Figure 1. Congestion heat map.
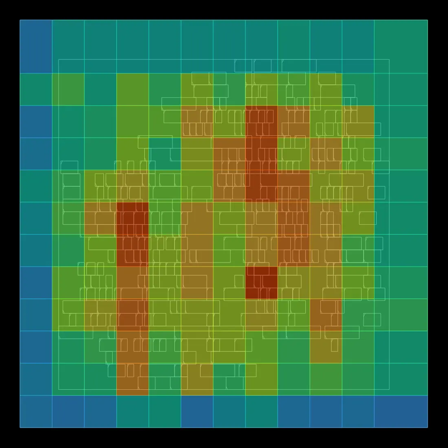
Figure 2. Ports around the boundary.
(6 px per um) Pins as bars across the die edge, other pins in gray.
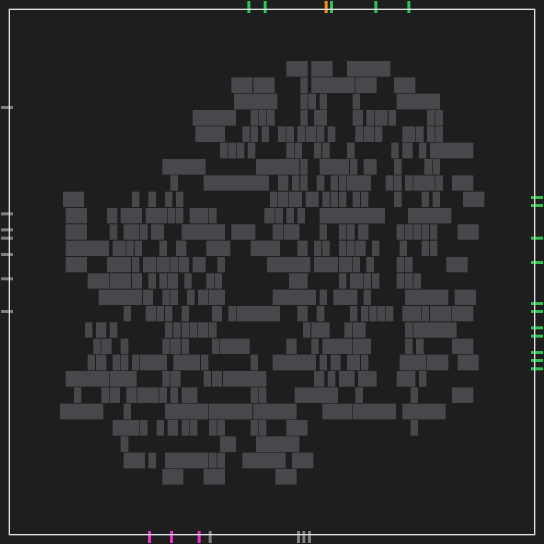
Figure 3. Wire density map.
(4 px per um) The die is cut into 17 by 17 equal tiles; dark blue is low, red is high, scaled to the fullest tile. Values are wire area over tile area, all layers added.
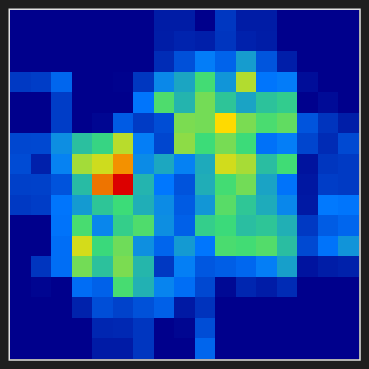
Figure 4. Metal 3.
(6 px per um)
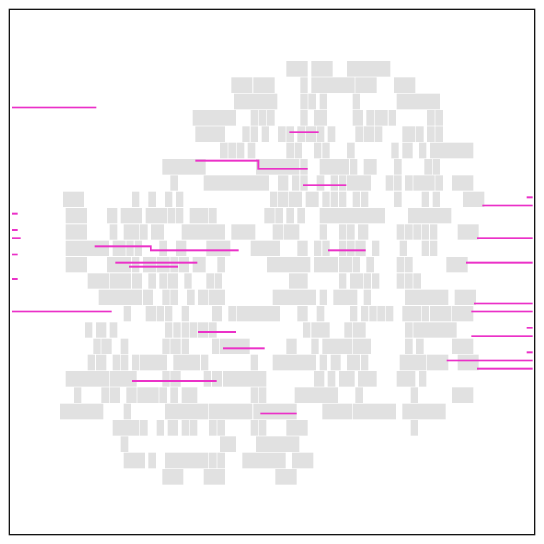
Figure 5. Signal wires on met2.
(6 px per um)
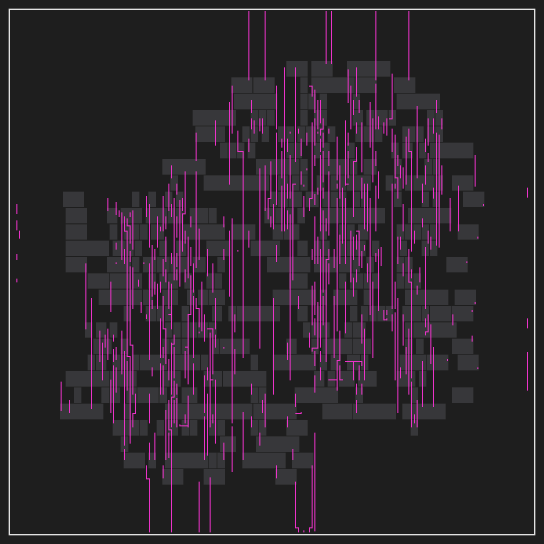
## src/rtl/perm_scan_ctrl.sv

```systemverilog
// Scan sequencer for the permutation-cost datapath: sweeps the worker index per
// permutation and emits accumulate strobes aligned to the cost-lookup pipeline.
module perm_scan_ctrl #(
  parameter int N_WORKER = 8,
  parameter int IDX_W    = 3,
  parameter int PIPE_LAT = 2,
  parameter int CNT_W    = 16
) (
  input  logic             clk,
  input  logic             rst,
  input  logic             start,
  input  logic             perm_valid,
  input  logic             perm_last,
  output logic             perm_ready,
  output logic [IDX_W-1:0] worker_idx,
  output logic             issue,
  output logic             acc_en,
  output logic             acc_first,
  output logic             acc_last,
  output logic [CNT_W-1:0] perm_count,
  output logic             busy,
  output logic             out_valid
);

  localparam int DW = (PIPE_LAT > 1) ? $clog2(PIPE_LAT) : 1;
  localparam logic [IDX_W-1:0] IDX_MAX   = IDX_W'(N_WORKER - 1);
  localparam logic [DW-1:0]    DRAIN_MAX = DW'(PIPE_LAT - 1);

  typedef enum logic [2:0] {
    S_IDLE  = 3'd0,
    S_WAIT  = 3'd1,
    S_SCAN  = 3'd2,
    S_DRAIN = 3'd3,
    S_DONE  = 3'd4
  } state_t;

  state_t           state, state_next;
  logic [IDX_W-1:0] idx, idx_next;
  logic             last_q, last_next;
  logic [DW-1:0]    drain_cnt, drain_next;
  logic [CNT_W-1:0] count_next;
  logic             count_inc, count_clr;
  logic [2:0]       tap;
  logic [2:0]       pipe [PIPE_LAT];

  always_ff @(posedge clk) begin
    if (rst) begin
      state      <= S_IDLE;
      idx        <= '0;
      last_q     <= 1'b0;
      drain_cnt  <= '0;
      perm_count <= '0;
    end else begin
      state      <= state_next;
      idx        <= idx_next;
      last_q     <= last_next;
      drain_cnt  <= drain_next;
      perm_count <= count_next;
    end
  end

  always_comb begin
    state_next = state;
    idx_next   = idx;
    last_next  = last_q;
    drain_next = drain_cnt;
    count_inc  = 1'b0;
    count_clr  = 1'b0;
    perm_ready = 1'b0;
    issue      = 1'b0;
    worker_idx = '0;
    out_valid  = 1'b0;
    case (state)
      S_IDLE: begin
        if (start) begin
          state_next = S_WAIT;
          count_clr  = 1'b1;
        end
      end
      S_WAIT: begin
        perm_ready = perm_valid;
        if (perm_valid) begin
          last_next  = perm_last;
          idx_next   = '0;
          count_inc  = 1'b1;
          state_next = S_SCAN;
        end
      end
      S_SCAN: begin
        issue      = 1'b1;
        worker_idx = idx;
        if (idx == IDX_MAX) begin
          if (last_q) begin
            state_next = S_DRAIN;
            drain_next = '0;
          end else if (perm_valid) begin
            // Back-to-back: take the next permutation on the final index, no bubble.
            perm_ready = 1'b1;
            idx_next   = '0;
            last_next  = perm_last;
            count_inc  = 1'b1;
          end else begin
            state_next = S_WAIT;
          end
        end else begin
          idx_next = idx + IDX_W'(1);
        end
      end
      S_DRAIN: begin
        if (drain_cnt == DRAIN_MAX) begin
          state_next = S_DONE;
        end else begin
          drain_next = drain_cnt + DW'(1);
        end
      end
      S_DONE: begin
        out_valid  = 1'b1;
        state_next = S_IDLE;
      end
      default: begin
        state_next = S_IDLE;
      end
    endcase
  end

  always_comb begin
    if (count_clr) begin
      count_next = '0;
    end else if (count_inc && (perm_count != {CNT_W{1'b1}})) begin
      count_next = perm_count + CNT_W'(1);
    end else begin
      count_next = perm_count;
    end
  end

  // Markers are gated by issue so acc_first/acc_last can never appear without acc_en.
  assign tap = {issue, issue && (idx == '0), issue && (idx == IDX_MAX)};

  always_ff @(posedge clk) begin
    if (rst) begin
      for (int i = 0; i < PIPE_LAT; i++) pipe[i] <= 3'b000;
    end else begin
      pipe[0] <= tap;
      for (int i = 1; i < PIPE_LAT; i++) pipe[i] <= pipe[i-1];
    end
  end

  assign acc_en    = pipe[PIPE_LAT-1][2];
  assign acc_first = pipe[PIPE_LAT-1][1];
  assign acc_last  = pipe[PIPE_LAT-1][0];
  assign busy      = (state != S_IDLE);

endmodule

```

## config.mk

```make
export PLATFORM = sky130hd
export DESIGN_NAME = perm_scan_ctrl
export DESIGN_NICKNAME = d
export VERILOG_FILES = /design/src/rtl/perm_scan_ctrl.sv
export SDC_FILE = /design/constraint.sdc
export NUM_CORES = 1
export LEC_CHECK = 0
export ABC_AREA = 1
export CAP_MARGIN = 20
export CORE_MARGIN = 8
export CORE_UTILIZATION = 35
export CTS_BUF_LIST = sky130_fd_sc_hd__clkbuf_8
export DETAILED_ROUTE_END_ITERATION = 10
export PLACE_DENSITY = 0.6
export SETUP_SLACK_MARGIN = 0.15
export SYNTH_ARGS = -nofsm -noshare
export SYNTH_HDL_FRONTEND = slang
export SYNTH_SLANG_ARGS = --single-unit
```

## constraint.sdc

```tcl
create_clock -name clk -period 2.6 [get_ports clk]
set_clock_uncertainty 0.1 [all_clocks]
set_input_delay 0.52 -clock clk [delete_from_list [all_inputs] [get_ports clk]]
set_output_delay 0.52 -clock clk [all_outputs]
set_load 0.02 [all_outputs]
```

==> qor.rpt <==
RUN STATUS
------------------------------------------------------------------------------------------
Run status                                                                    finished clean

CLOCKING
------------------------------------------------------------------------------------------
Setup fix buffers added after clock tree synthesis                                       0
Level count of the clock H-tree                                                          2
Clock tree sinks                                                                        30
Number of gates resized after cts                                                        1
Clock edge transition at the registers on the reported setup and hold paths        0.07 ns
Clock tree root driver cell                                                   sky130_fd_sc_hd__clkbuf_8
Cts bufs inserted                                                                        5
Clock Path Buffers                                                                       2
Number of buffers inserted by hold repair at cts                                         0
Clock latency at the later pin of the worst-skew pair                              0.28 ns
TritonCTS clock tree                                                                 built

SYNTH
------------------------------------------------------------------------------------------
FFs w/ async S/R, synth                                                                 0%
Area contributors post-synth                                                  sky130_fd_sc_hd__dfxtp_1, sky130_fd_sc_hd__nand2_1, sky130_fd_sc_hd__nor2_1
Mean post-synth cell area                                                        6.31 um^2
Top post-synthesis cells by count                                             sky130_fd_sc_hd__nand2_1, sky130_fd_sc_hd__nor2_1, sky130_fd_sc_hd__inv_1, sky130_fd_sc_hd__dfxtp_1, sky130_fd_sc_hd__o21ai_0
Flip-flop and latch count after synthesis                                               30
Syn_nets                                                                               292
Flip-flops with a built-in enable                                                        0
Area reported by Yosys stat                                                   0.00178 mm^2
Sequential element share of the synthesized area                                     33.7%
Post-synth top area share                                                            33.7%
Yosys synthesis warning count                                                            0
Post-synthesis cell count from yosys                                                   282
Cell taking the most area after synthesis                                     sky130_fd_sc_hd__dfxtp_1
Count of different cell masters after synthesis                                         25
Synthesized area                                                              0.00178 mm^2
Most used flip-flop cell after synthesis                                      sky130_fd_sc_hd__dfxtp_1
Top cell type by instance count after synthesis                               sky130_fd_sc_hd__nand2_1
Number of instances in the synthesized netlist                                         282

TIMING
------------------------------------------------------------------------------------------
Transition time at the pin with the least slew margin                             0.323 ns
Remaining max-slew budget at the tightest pin                                        78.5%
Top achievable clock speed                                                       0.429 GHz
Final number of hold-violating endpoints                                                 0
Post-layout min period                                                             2.33 ns
Number of pins with negative max-slew slack in the final report                          0
Crit share post-route                                                                89.8%
Final tally of setup violations                                                          0
Unrepaired setup endpoints after global routing                                         no

FLOORPLAN
------------------------------------------------------------------------------------------
Fp_density                                                                           35.5%
Total die size                                                                0.00763 mm^2
Die boundary width                                                                 87.3 um
Chip Height                                                                        87.3 um
Standard-cell row count                                                                 26
Floorplan core area                                                           0.00501 mm^2
Count of boundary I/O pins                                                              31

ROUTE
------------------------------------------------------------------------------------------
Average wire per standard cell                                                     10.9 um
Vias/cell                                                                             4.56
Number of remaining DRC errors                                                           0
Tally of nets with antenna violations remaining after routing                            0
Final Routed Wirelength                                                            4.28 mm
Number of optimization iterations in the first detailed-route pass                       4
Via total after detailed routing                                                      1793
DRC marker count from the first detailed-route iteration                                73

PLACE
------------------------------------------------------------------------------------------
Final Wtd Congestion                                                                 0.884
Number of buffers inserted by port buffering                                            30
Final HPWL DP                                                                      3.31 mm

POWER AND IR DROP
------------------------------------------------------------------------------------------
Leakage power total                                                                1.00 nW
Power in sequential cells                                                         0.585 mW
Pwr per Cell Area                                                              766 mW/mm^2
Power, Total                                                                       1.79 mW
Comb pwr share                                                                       34.2%
Total combinational power                                                         0.611 mW
Sw frac                                                                              35.4%
Proportion of power drawn by flip-flops and latches                                  32.7%
Maximum ir drop on the vdd rail                                                   0.405 mV
Net switching power of the design                                                 0.632 mW
Clock group                                                                       0.592 mW
Internal Power                                                                     1.16 mW
Leading power group                                                           combinational logic
Power share of the clock group                                                       33.1%

WORST SETUP PATH
------------------------------------------------------------------------------------------
Critical path, cell by cell                                                   inv_2 -> nand2_2 -> nor2_4 -> clkdlybuf4s50_1
Worst Path Max Fanout                                                                   10
Register-to-register path setup slack                                              0.83 ns
Reg2Reg Capture Point                                                         perm_count[7]
Gate family responsible for the most delay along the worst path               buffers and inverters
Type of origin of the critical path                                               register
Start of the worst register-to-register path                                        idx[1]
Required time of the critical path                                                 1.98 ns
Cell count along the critical path                                                       4
Buffer-and-inverter tally for the worst setup path                                       2
Type of the worst setup path                                                  register to output pin
Slowest CP cell                                                               sky130_fd_sc_hd__clkdlybuf4s50_1
Number of cells on the worst reg-to-reg path                                            11
Data arrival time at the worst-slack endpoint                                      1.71 ns
Delay of the slowest cell on the worst path                                        0.66 ns
Category of the worst setup path capture point                                  output pin

LAYOUT
------------------------------------------------------------------------------------------
Most instantiated logic cell after routing                                    sky130_fd_sc_hd__nand2_1
Synth-to-layout area growth                                                          31.1%
Highest-count cells in the layout ignoring fill and taps                      sky130_fd_sc_hd__nand2_1, sky130_fd_sc_hd__nor2_1, sky130_fd_sc_hd__inv_1
Antenna Diode Count                                                                      0
Ratio of cells with drive above 1 in the final layout                                11.5%
Net count reported at finish                                                           332

WORST HOLD PATH
------------------------------------------------------------------------------------------
Hold endpoint                                                                   pipe[0][5]
Launch instance of the worst min-delay path                                     pipe[0][2]
Worst hold stages                                                                        2
Worst min-delay path category                                                 register to register

GLOBAL ROUTING
------------------------------------------------------------------------------------------
Initial antenna violation count                                                          0
Pin count of the biggest net entering global routing                                    14
Vias in the first global route                                                        1703
Overflow left after global routing                                                       0
First-pass GRT wire length                                                         7.45 mm

JOB
------------------------------------------------------------------------------------------
Number of warning messages in the logs                                                  28
Maximum Capacitance Violations                                                           0

About Figure 1:
GRT busiest layer: met2
met2 Track Usage GR: 21.3%
overall fraction of global-route tracks in use: 12.3%
Final Core Density: 46.6%

About Figure 2:
port	color	pins	direction	edge
`perm_ready`	orange	1	output	top
`worker_idx`	magenta	3	output	bottom
`perm_count`	green	16	output	11 right, 5 top

About Figure 3:
densest ninth of the die	middle
fullest tile	0.46
tiles over half the peak	13%

About Figure 4:
longest straight run	16.3 um
main direction	horizontal
nets with wire on the layer	25

About Figure 5:
longest straight run	34.3 um
nets with wire on the layer	253
main direction	vertical

[worst max-delay path by stage]
| stage | start | endpoint | slack [ns] |
|---|---|---|---|
| final | state[2] | issue | 0.27 |
| after global routing | perm_valid | perm_ready | 0.16 |
| after CTS | perm_valid | perm_ready | 0.23 |
| after detailed placement | perm_valid | perm_ready | -0.04 |
| after global placement | perm_valid | perm_ready | -0.04 |
| after floorplan | idx[1] | perm_ready | 0.92 |
[kinds of logic (layout without fill, tap and decap cells)]
logic type	Yosys count	after routing	share of synthesized area, %
buf+inv	44	85	9.70
simple gates	174	174	43.3
xor+xnor	3	3	1.48
flops	30	30	33.7
compound gates	26	26	8.29
fa+ha+maj	5	5	3.51
[registers in the layout, summed over array words and instances (netlist names)]
name / cells
drain_cnt: 1
pipe: 6
idx: 3
perm_count: 16
state: 3
last_q: 1
[routing by layer]
metal	share of wire (%)	GRT usage (%)
met3	5.4	3.11
met5	0	0
met2	48	21.3
met1	46	13.9
met4	0.80	5.16
[tightest hold or removal path: stages (launching register included)]
cell                      delay (ns)
sky130_fd_sc_hd__dfxtp_1        0.30
sky130_fd_sc_hd__inv_1          0.04
sky130_fd_sc_hd__nor2_1         0.03
[area by class of cell]
class,instances,area (um^2)
fillers,564,2680
multi-input cells,208,1010
flip-flops and latches,30,601
repair buffers,35,338
inverters,42,158
well taps,70,87.6
clock buffers,6,82.6
clock inverters,2,60.1
[through the flow]
step           hold slack (ns)  area, um^2  setup slack (ns)  TNS (ns)  std cells
6_report                 0.301        2330             0.266         0        393
3_3_place_gp             0.292        2190           -0.0436   -0.0436        385
3_5_place_dp             0.295        2190           -0.0387   -0.0387        385
4_1_cts                  0.305        2330             0.229         0        393
2_1_floorplan            0.288        1780             0.924         0        282
5_1_grt                  0.338        2330             0.163         0        393
Power is estimated from default activity; no workload was simulated.
